[config.mk]
export PLATFORM = sky130hd
export DESIGN_NAME = ir_prefetch_decode
export DESIGN_NICKNAME = d
export VERILOG_FILES = /design/src/rtl/cpu_isa_pkg.sv /design/src/rtl/ir_fifo.sv /design/src/rtl/ir_prefetch_decode.sv
export SDC_FILE = /design/constraint.sdc
export NUM_CORES = 1
export LEC_CHECK = 0
export CAP_MARGIN = 10
export CORE_MARGIN = 4
export CORE_UTILIZATION = 35
export CTS_CLUSTER_SIZE = 10
export DETAILED_ROUTE_END_ITERATION = 16
export HOLD_SLACK_MARGIN = 0.03
export MAX_ROUTING_LAYER = met4
export PLACE_DENSITY = 0.56
export SYNTH_ARGS = -nofsm -noshare
export SYNTH_HDL_FRONTEND = slang
export SYNTH_SLANG_ARGS = --single-unit
export TNS_END_PERCENT = 30
[constraint.sdc]
create_clock -name Clock -period 2.6 [get_ports Clock]
set_input_delay 0.39 -clock Clock [delete_from_list [all_inputs] [get_ports Clock]]
set_output_delay 0.39 -clock Clock [all_outputs]
set_load 0.005 [all_outputs]
[src/rtl/cpu_isa_pkg.sv]
// Shared ISA definitions: format codes, opcode boundaries, opcode-to-format
// classification and register-field slot positions counted from the MSB.
package cpu_isa_pkg;

    localparam int OPC_W_ISA = 5;

    typedef enum logic [2:0] {
        FMT_MEM  = 3'd0,
        FMT_R    = 3'd1,
        FMT_IMM  = 3'd2,
        FMT_UN   = 3'd3,
        FMT_BR   = 3'd4,
        FMT_J    = 3'd5,
        FMT_IO   = 3'd6,
        FMT_MISC = 3'd7
    } fmt_e;

    // Last opcode of each contiguous format range
    localparam logic [OPC_W_ISA-1:0] OP_ST   = 5'b00010;
    localparam logic [OPC_W_ISA-1:0] OP_ALUZ = 5'b01011;
    localparam logic [OPC_W_ISA-1:0] OP_ORI  = 5'b01110;
    localparam logic [OPC_W_ISA-1:0] OP_NOT  = 5'b10010;
    localparam logic [OPC_W_ISA-1:0] OP_BR   = 5'b10011;
    localparam logic [OPC_W_ISA-1:0] OP_JAL  = 5'b10101;
    localparam logic [OPC_W_ISA-1:0] OP_MFLO = 5'b11001;
    localparam logic [OPC_W_ISA-1:0] OP_HALT = 5'b11011;

    // Register fields sit in consecutive REG_W slots below the opcode
    localparam int RA_SLOT = 1;
    localparam int RB_SLOT = 2;
    localparam int RC_SLOT = 3;

    function automatic fmt_e opc_fmt(input logic [OPC_W_ISA-1:0] op);
        fmt_e f;
        if (op <= OP_ST)        f = FMT_MEM;
        else if (op <= OP_ALUZ) f = FMT_R;
        else if (op <= OP_ORI)  f = FMT_IMM;
        else if (op <= OP_NOT)  f = FMT_UN;
        else if (op == OP_BR)   f = FMT_BR;
        else if (op <= OP_JAL)  f = FMT_J;
        else if (op <= OP_MFLO) f = FMT_IO;
        else                    f = FMT_MISC;
        return f;
    endfunction

    function automatic logic opc_illegal(input logic [OPC_W_ISA-1:0] op);
        return (op > OP_HALT);
    endfunction

endpackage

[src/rtl/ir_fifo.sv]
// Prefetch queue: DEPTH-entry circular buffer with valid/ready push side,
// pop on request, and a synchronous flush that empties it.
module ir_fifo #(
    parameter int DATA_W = 32,
    parameter int DEPTH  = 4
) (
    input  logic                       Clock,
    input  logic                       Clear,
    input  logic                       flush,
    input  logic                       in_valid,
    output logic                       in_ready,
    input  logic [DATA_W-1:0]          in_instr,
    input  logic                       pop_req,
    output logic [DATA_W-1:0]          head_data,
    output logic [$clog2(DEPTH+1)-1:0] count
);

    localparam int PTR_W = $clog2(DEPTH);
    localparam int CNT_W = $clog2(DEPTH+1);

    logic [DATA_W-1:0] mem [DEPTH];
    logic [PTR_W-1:0]  head_ptr;
    logic [PTR_W-1:0]  tail_ptr;
    logic              push;
    logic              pop;

    assign in_ready  = (count != CNT_W'(DEPTH));
    assign push      = in_valid && in_ready && !flush;
    assign pop       = pop_req && (count != '0) && !flush;
    assign head_data = mem[head_ptr];

    // Pointers wrap naturally because DEPTH is a power of two
    always_ff @(posedge Clock or posedge Clear) begin
        if (Clear) begin
            head_ptr <= '0;
            tail_ptr <= '0;
            count    <= '0;
        end else if (flush) begin
            head_ptr <= '0;
            tail_ptr <= '0;
            count    <= '0;
        end else begin
            if (push) tail_ptr <= tail_ptr + 1'b1;
            if (pop)  head_ptr <= head_ptr + 1'b1;
            case ({push, pop})
                2'b10:   count <= count + 1'b1;
                2'b01:   count <= count - 1'b1;
                default: count <= count;
            endcase
        end
    end

    always_ff @(posedge Clock) begin
        if (push) mem[tail_ptr] <= in_instr;
    end

endmodule

[src/rtl/ir_prefetch_decode.sv]
// Instruction register fed from the prefetch queue, with combinational
// field decode that zeroes fields unused by the instruction's format.
module ir_prefetch_decode
    import cpu_isa_pkg::*;
#(
    parameter int DATA_W = 32,
    parameter int OPC_W  = 5,
    parameter int REG_W  = 4,
    parameter int DEPTH  = 4
) (
    input  logic                       Clock,
    input  logic                       Clear,
    input  logic                       flush,
    input  logic                       in_valid,
    output logic                       in_ready,
    input  logic [DATA_W-1:0]          in_instr,
    input  logic                       IRin,
    output logic                       ir_valid,
    output logic [DATA_W-1:0]          IR,
    output logic [OPC_W-1:0]           Opcode,
    output logic [REG_W-1:0]           Ra,
    output logic [REG_W-1:0]           Rb,
    output logic [REG_W-1:0]           Rc,
    output logic [DATA_W-1:0]          C,
    output logic [REG_W-1:0]           C2,
    output logic [DATA_W-OPC_W-REG_W-1:0] Jaddr,
    output logic [2:0]                 fmt,
    output logic                       illegal,
    output logic [$clog2(DEPTH+1)-1:0] count
);

    localparam int CW    = DATA_W - OPC_W - 2*REG_W;
    localparam int JW    = DATA_W - OPC_W - REG_W;
    localparam int RA_HI = DATA_W - OPC_W - (RA_SLOT-1)*REG_W - 1;
    localparam int RB_HI = DATA_W - OPC_W - (RB_SLOT-1)*REG_W - 1;
    localparam int RC_HI = DATA_W - OPC_W - (RC_SLOT-1)*REG_W - 1;

    logic [DATA_W-1:0] head_data;
    logic [DATA_W-1:0] ir_p1;
    logic              vld_p1;
    logic [OPC_W-1:0]  op_f;
    fmt_e              dfmt;
    logic              dill;

    function automatic logic signed [DATA_W-1:0] sext_imm(input logic [CW-1:0] f);
        return {{(DATA_W-CW){f[CW-1]}}, f};
    endfunction

    ir_fifo #(
        .DATA_W (DATA_W),
        .DEPTH  (DEPTH)
    ) u_fifo (
        .Clock     (Clock),
        .Clear     (Clear),
        .flush     (flush),
        .in_valid  (in_valid),
        .in_ready  (in_ready),
        .in_instr  (in_instr),
        .pop_req   (IRin),
        .head_data (head_data),
        .count     (count)
    );

    // Stage p1: instruction register; an empty-queue IRin drops valid but keeps IR
    always_ff @(posedge Clock or posedge Clear) begin
        if (Clear) begin
            ir_p1  <= '0;
            vld_p1 <= 1'b0;
        end else if (flush) begin
            ir_p1  <= '0;
            vld_p1 <= 1'b0;
        end else if (IRin) begin
            if (count != '0) begin
                ir_p1  <= head_data;
                vld_p1 <= 1'b1;
            end else begin
                vld_p1 <= 1'b0;
            end
        end
    end

    assign IR       = ir_p1;
    assign ir_valid = vld_p1;
    assign op_f     = ir_p1[DATA_W-1 -: OPC_W];
    assign dfmt     = opc_fmt(OPC_W_ISA'(op_f));
    assign dill     = opc_illegal(OPC_W_ISA'(op_f));

    always_comb begin
        Opcode  = '0;
        Ra      = '0;
        Rb      = '0;
        Rc      = '0;
        C       = '0;
        C2      = '0;
        Jaddr   = '0;
        fmt     = '0;
        illegal = 1'b0;
        if (vld_p1) begin
            Opcode  = op_f;
            fmt     = dfmt;
            illegal = dill;
            case (dfmt)
                FMT_MEM, FMT_IMM: begin
                    Ra = ir_p1[RA_HI -: REG_W];
                    Rb = ir_p1[RB_HI -: REG_W];
                    C  = sext_imm(ir_p1[CW-1:0]);
                end
                FMT_R: begin
                    Ra = ir_p1[RA_HI -: REG_W];
                    Rb = ir_p1[RB_HI -: REG_W];
                    Rc = ir_p1[RC_HI -: REG_W];
                end
                FMT_UN: begin
                    Ra = ir_p1[RA_HI -: REG_W];
                    Rb = ir_p1[RB_HI -: REG_W];
                end
                FMT_BR: begin
                    Ra = ir_p1[RA_HI -: REG_W];
                    C2 = ir_p1[RB_HI -: REG_W];
                    C  = sext_imm(ir_p1[CW-1:0]);
                end
                FMT_J: begin
                    Ra    = ir_p1[RA_HI -: REG_W];
                    Jaddr = ir_p1[JW-1:0];
                end
                FMT_IO: begin
                    Ra = ir_p1[RA_HI -: REG_W];
                end
                default: begin
                end
            endcase
        end
    end

endmodule

run_1/util_map.png
15 x 15 tiles, from white (low) to dark blue (high), 0 to 100% covered.
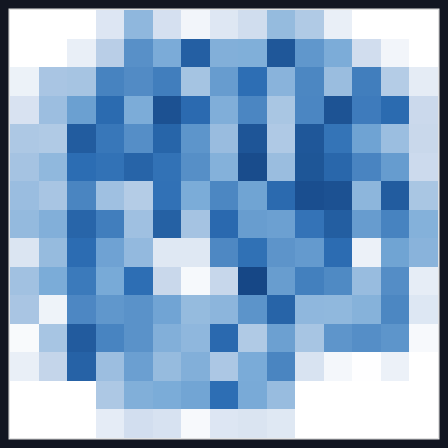
The emptiest ninth of the die: bottom right. The mean over all tiles is 43%. 12% of the tiles are nearly empty.

run_1/congestion_map.png
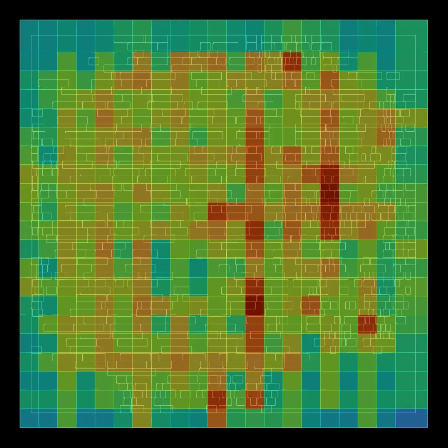
met3 track demand over resource in global routing: 3.15%
met2 demand-to-capacity share in global routing: 27.5%
busiest layer in global routing: met2
total global routing track utilization: 16.5%
average routed wire per standard cell: 19.8 µm

run_1/gates.png
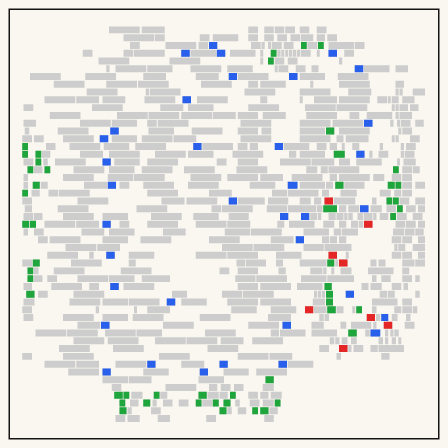
Green stands for and/or cells, cells 52. Red stands for xor and xnor cells, cells 8. Blue stands for non-inverting ao/oa cells, cells 36.

run_1/layers.png
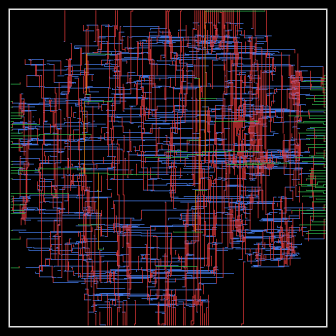
Red stands for M2, wire length 8990 µm. Blue stands for M1, wire length 7630 µm. Orange stands for M4, wire length 230 µm. Green stands for M3, wire length 888 µm.

==> results.cfg, run 1 <==
; generated from flow reports
[worst_setup_path]
crit_chain = nand2_2, or4b_4, buf_6, a21oi_4, buf_12, buf_12, buf_16, and2_2, buf_2
timing.critical_path.required_ps = 2210
critPathCapture = C[11]
setup.worst_path.start = IR[27]$_DFFE_PP0P_
critical_path.most_common_cell = sky130_fd_sc_hd__buf_12
timing.critical_path.slowest_cell_delay_ps = 530
r2r.worst_path.cells = 8
worstPathBufferInverterCount = 5
delay_heaviest_family_cp = simple AND/OR/NAND/NOR gates
r2r_start = u_fifo.count[0]$_DFFE_PP0P_

[power]
fraction_of_power_consumed_by_sequential_logic_pct = 48.2
switching_power_mw = 1.54

[flow_run]
warning_count = 31

[global_routing]
globalRoute.totalOverflow = 0
globalRouteMet1Util_pct = 20.7

[finish]
final_nets = 660
filler_cell_count = 1683
mi_logic_area_um2 = 2040
layout.cells.most_common = sky130_fd_sc_hd__edfxtp_1
drive_gt1_share_pct = 28.1
largest_register = u_fifo.mem

[run_status]
failed_checks = setup timing
run_status = complete, but fails checks

[synthesis]
ys_dominant_reg_cell = sky130_fd_sc_hd__edfxtp_1
enable_flop_cells = 128
synthDominantAreaCellType = sky130_fd_sc_hd__edfxtp_1
ys.flops = 168
yosys.area_share.aoi_pct = 6.17
yosys.area.top_type_share_pct = 54.7
mux_area_share_pct = 10.7

[die]
die-area_um2 = 22400
floorplan.die.height_um = 150

[final_timing]
hold_viol = 0
finalWorstSetupSlack_ps = -59.4
final.hold.worst_slack_ps = 381
setup-tns-final_ps = -568
layout_worst_path_cycle_share_pct = 102
final-setup-viol-count = 12

[clock_tree]
cts_buffer_depth = 2
cts-htree-levels = 4
post_cts_hold_buffer_count = 0
clock_latency_ps = 420
numCtsBuffers = 17

[drt]
drt.antenna.violating_nets = 0
## run 1: cell type report
class / count / area share (%)
sequential: 168 / 48.9
timing repair buffer: 211 / 21.4
multi-input combinational: 215 / 20.5
clock buffer: 20 / 4.40
tap: 265 / 3.34
clock inverter: 12 / 1.30
inverter: 5 / 0.189
## run 1: metal layers
| layer | routed length, µm | vias to the layer above |
|---|---|---|
| li1 | - | 1996 |
| met1 | 7630 | 2236 |
| met2 | 8990 | 122 |
| met3 | 887 | 17 |
| met4 | 229 | 0 |
| met5 | 0 | - |
## run 1: metrics by stage
step / cell area (µm²) / power (mW) / setup WS (ps) / instances
floorplan: 7030 / 3.65 / 110 / 429
global placement: 9050 / 4.08 / 101 / 836
detailed placement: 9050 / 4.10 / 49.7 / 836
CTS: 9750 / 6.58 / -165 / 887
global route: 9920 / 6.80 / -137 / 896
finish: 9920 / 6.53 / -59.4 / 896
## run 1: Yosys cell counts (5+ instances only)
| library cell | number |
|---|---|
| sky130_fd_sc_hd__a22o_1 | 31 |
| sky130_fd_sc_hd__and3_1 | 5 |
| sky130_fd_sc_hd__and2_1 | 28 |
| sky130_fd_sc_hd__clkbuf_1 | 15 |
| sky130_fd_sc_hd__buf_4 | 13 |
| sky130_fd_sc_hd__buf_2 | 10 |
| sky130_fd_sc_hd__mux4_2 | 32 |
| sky130_fd_sc_hd__nor2_1 | 37 |
| sky130_fd_sc_hd__edfxtp_1 | 128 |
| sky130_fd_sc_hd__dfrtp_1 | 40 |
| sky130_fd_sc_hd__inv_1 | 5 |
| sky130_fd_sc_hd__nand2_1 | 11 |
| sky130_fd_sc_hd__and2_2 | 15 |
| sky130_fd_sc_hd__a21oi_1 | 8 |
==> run 1 -> run 2 <==
CORE_UTILIZATION = 51   (was 35)
PLACE_DENSITY = 0.77   (was 0.56)
==> results.cfg, run 2 <==
; generated from flow reports
[run_status]
run_status = complete, but fails checks
failed_checks = setup timing

[drt]
detailroute.wirelength.met2_mm = 8.56
met3_length_um = 826

[synthesis]
synthDominantAreaCellType = sky130_fd_sc_hd__edfxtp_1
yosys.area_share.aoi_pct = 6.17
synth_top_cell_by_count = sky130_fd_sc_hd__edfxtp_1
mux_area_share_pct = 10.7

[clock_tree]
cts-htree-levels = 4
post_cts_hold_buffer_count = 0

[worst_setup_path]
delay_heaviest_family_cp = buffers and inverters
timing.critical_path.required_ps = 2210

[finish]
final_nets = 645

[final_timing]
final-setup-viol-count = 1
finalWorstSetupSlack_ps = -5.80
hold_viol = 0

[flow_run]
warning_count = 31

[power]
power.total_mw = 6.74

[place]
placedCellCount = 744

[die]
floorplan.die.height_um = 125
==> run 2: layout make-up <==
cell class	count	area (µm²)
Clock buffer	19	443
Multi-Input combinational cell	215	2010
Clock inverter	13	194
Timing Repair Buffer	196	1920
Sequential cell	168	4850
Tap cell	176	220
Inverter	5	18.8
Fill cell	844	3690
==> run 2: power breakdown <==
| part | switching [mW] | leakage (nW) | internal (mW) |
|---|---|---|---|
| logic | 0.409 | 1.83 | 0.514 |
| registers | 0.108 | 1.70 | 3.03 |
| clock network | 1.02 | 0.302 | 1.65 |
| total | 1.54 | 3.83 | 5.19 |
==> run 2: worst paths after layout <==
kind	start	to	slack (ps)	cells after the start
worst max-delay path	IR[29]$_DFFE_PP0P_	fmt[0]	-6	6
worst min-delay path	Clear	u_fifo.count[2]$_DFFE_PP0P_	350	2
max in group asynchronous	Clear	IR[17]$_DFFE_PP0P_	1680	3
worst max register to register	u_fifo.count[0]$_DFFE_PP0P_	IR[12]$_DFFE_PP0P_	270	4
min in group Clock	IR[25]$_DFFE_PP0P_	IR[25]$_DFFE_PP0P_	530	1
worst min register to register	IR[25]$_DFFE_PP0P_	IR[25]$_DFFE_PP0P_	530	1
==> run 2: metrics by stage <==
| step | util [%] | hold slack (ps) | instance area, µm² |
|---|---|---|---|
| 3_5_place_dp | 66.3 | 522 | 8850 |
| 5_1_grt | 72.3 | 402 | 9660 |
| 2_1_floorplan | - | 489 | 7030 |
| 6_report | 72.3 | 351 | 9660 |
| 3_3_place_gp | 66.3 | 516 | 8850 |
| 4_1_cts | 71.5 | 356 | 9550 |
==> run 2: cell families (layout without fill, tap and decap cells) <==
family	count (synthesis)	count (layout)
xor gates and xnor gates	8	8
and+or+nand+nor	113	113
muxes	35	35
adders and majority gates	5	5
AOI/OAI and AO/OA	54	54
buffers and inverters	46	233
DFF	168	168
run_2/m2.png
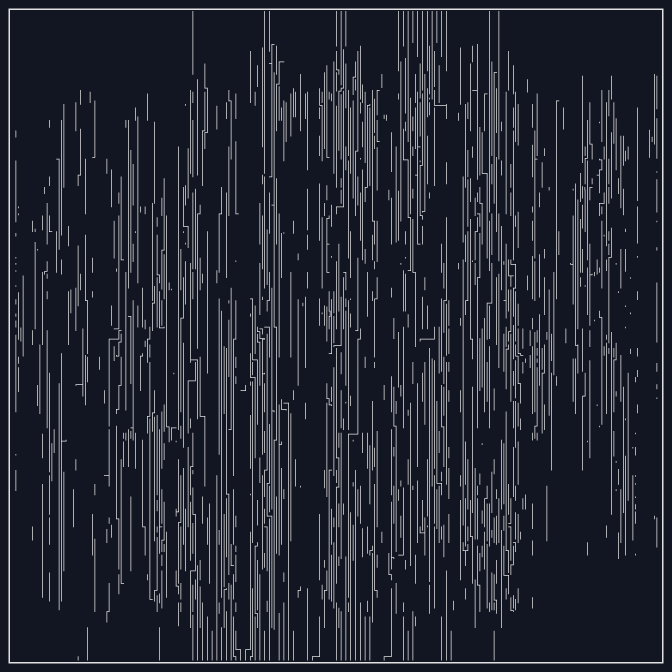
The layer carries 8560 µm of wire. The wires run mostly vertical.

run_2/util_map.png
13 x 13 tiles, from white (low) to dark blue (high), 0 to 100% covered.
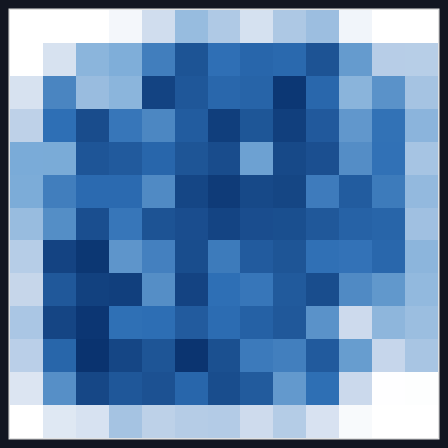
The fullest tile reaches 99%. The densest ninth of the die: middle. 41% of the tiles are over 75% full. 6.5% of the tiles are nearly empty.
post-layout utilization of the core: 72.3%
starting density of the core: 52.7%
Core Region: 13300 µm²

run_2/congestion_map.png
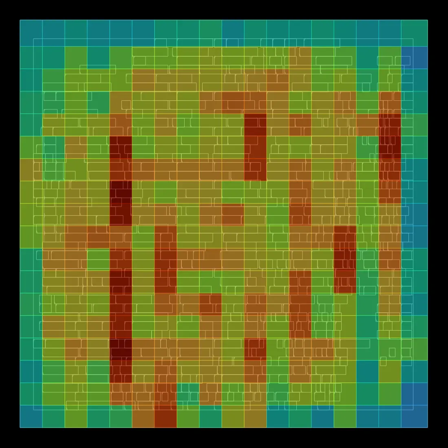
met2 demand-to-capacity share in global routing: 37.1%
met1 usage in global routing: 26.5%
average routed wire per standard cell: 20.9 µm
total global routing track utilization: 22.1%

==> run 2 -> run 3 <==
CTS_CLUSTER_SIZE = 40   (was 10)
run_3/layers.png
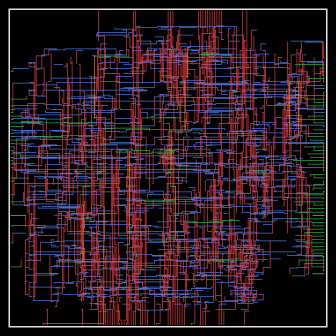
Blue stands for M1, wire length 6890 µm. Green stands for M3, wire length 827 µm. Orange stands for M4, wire length 277 µm. Red stands for M2, wire length 8560 µm.

run_3/gates.png
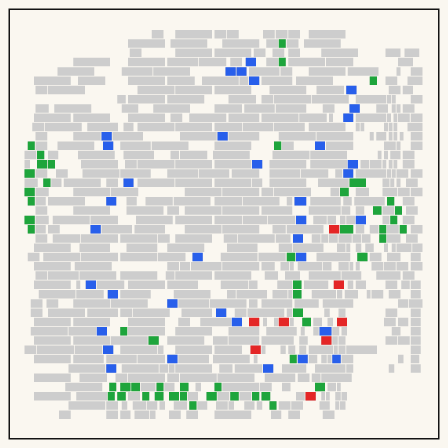
Blue stands for non-inverting ao/oa cells, cells 36. Green stands for and/or cells, cells 52. Red stands for xor and xnor cells, cells 8, where bottom right.
most numerous logic cell after layout: sky130_fd_sc_hd__edfxtp_1
multi-input gate share of total cell area: 20.9%
Cell Count, Final, Fillers Out: 792

==> results.cfg, run 3 <==
; generated from flow reports
[run_status]
run_status = complete, but fails checks
failed_checks = setup timing

[global_routing]
globalRoute.totalOverflow = 0
track_usage_pct = 22.1

[synthesis]
enable_flop_cells = 128
ys_dominant_reg_cell = sky130_fd_sc_hd__edfxtp_1
ys.flops = 168
yosys.area.top_type_share_pct = 54.7
synthDominantAreaCellType = sky130_fd_sc_hd__edfxtp_1
synth_top_cell_by_count = sky130_fd_sc_hd__edfxtp_1
mux_area_share_pct = 10.7
yosys.area_share.aoi_pct = 6.17

[final_timing]
layout_worst_path_cycle_share_pct = 100
setup-tns-final_ps = -5.80
finalWorstSetupSlack_ps = -5.80
final-setup-viol-count = 1

[worst_setup_path]
timing.critical_path.required_ps = 2210
timing.critical_path.slowest_cell_delay_ps = 450
critical_path.max_fanout = 11
delay_heaviest_family_cp = buffers and inverters
crit_chain = buf_4, o21ai_0, mux2_2, a221oi_1, nor2_1, clkdlybuf4s50_1
worstPathBufferInverterCount = 2
r2r_start = u_fifo.count[0]$_DFFE_PP0P_
setup.worst_path.start = IR[29]$_DFFE_PP0P_

[power]
sw_frac_of_total_pct = 22.9
switching_power_mw = 1.54
fraction_of_power_consumed_by_sequential_logic_pct = 46.6
internal_power_mw = 5.19
combinational_fraction_of_design_power_pct = 13.7
power.total_mw = 6.74
pwr-share-clk_pct = 39.7

[die]
floorplan.die.height_um = 125
floorplan.initialDensity_pct = 52.7
die-area_um2 = 15700
core-area_um2 = 13300

[flow_run]
warning_count = 31

[clock_tree]
cts_buffer_depth = 2
cts-htree-levels = 4

[finish]
largest_register = u_fifo.mem
drive_gt1_share_pct = 26.6
mi_logic_area_um2 = 2010
final_nets = 645
area_used_by_sequential_logic_in_the_layout_um2 = 4850

[drt]
dr.pass1.iters = 5
drt.antenna.violating_nets = 0
run_3/util_map.png
13 x 13 tiles, from white (low) to dark blue (high), 0 to 100% covered.
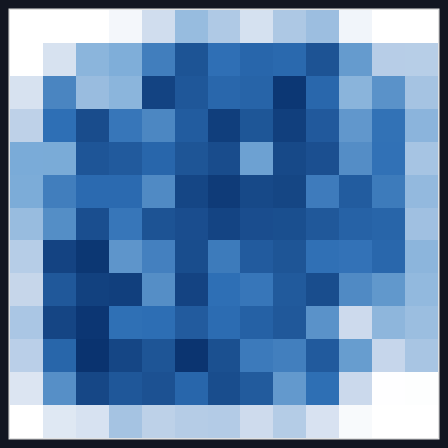
41% of the tiles are over 75% full. The mean over all tiles is 60%. The densest ninth of the die: middle. The fullest tile reaches 99%.

## run 3: metrics by stage
stage | setup WS (ps) | hold WS, ps | instance area, µm² | std cells
detailed placement | 41.4 | 522 | 8850 | 744
finish | -5.80 | 351 | 9660 | 792
global placement | 84.2 | 516 | 8850 | 744
CTS | -135 | 356 | 9550 | 788
global route | -107 | 402 | 9660 | 792
floorplan | 110 | 489 | 7030 | 429
## run 3: timing repair
item	in CTS	in global routing
resized	111	33
endpoints found under the setup margin	55	43
buffers inserted	10	5
hold buffers	0	0
hold endpoints to repair	0	0
pin swaps	6	6
gates cloned	2	1
## run 3: final cells by class
type / instances / area share [%]
sequential: 168 / 50.2
inverter: 5 / 0.194
clock buffer: 19 / 4.59
clock inverter: 13 / 2.01
timing repair buffer: 196 / 19.9
multi-input combinational: 215 / 20.9
tap: 176 / 2.28
## run 3: metal layers
layer / track usage (%) / share of wire [%] / vias up
li1: - / - / 1960
met1: 26.5 / 42 / 2145
met2: 37.1 / 52 / 175
met3: 4.95 / 5.0 / 22
met4: 8.04 / 1.7 / 0
met5: - / 0 / -
## run 3: worst paths after layout
path	end	slack [ps]	cells after the start
setup / recovery	fmt[0]	-6	6
hold / removal	u_fifo.count[2]$_DFFE_PP0P_	350	2
setup reg to reg	IR[12]$_DFFE_PP0P_	270	4
hold reg to reg	IR[25]$_DFFE_PP0P_	530	1
max in group asynchronous	IR[17]$_DFFE_PP0P_	1680	3
min in group Clock	IR[25]$_DFFE_PP0P_	530	1
## run 3: power by group through the flow
stage	combinational (mW)	sequential [mW]	clock [mW]
2_1_floorplan	0.490	3.16	0
3_3_place_gp	0.848	3.18	0
3_5_place_dp	0.872	3.19	0
4_1_cts	0.937	3.14	2.70
5_1_grt	0.995	3.16	2.85
6_report	0.923	3.14	2.67
Power and IR drop assume default switching activity.
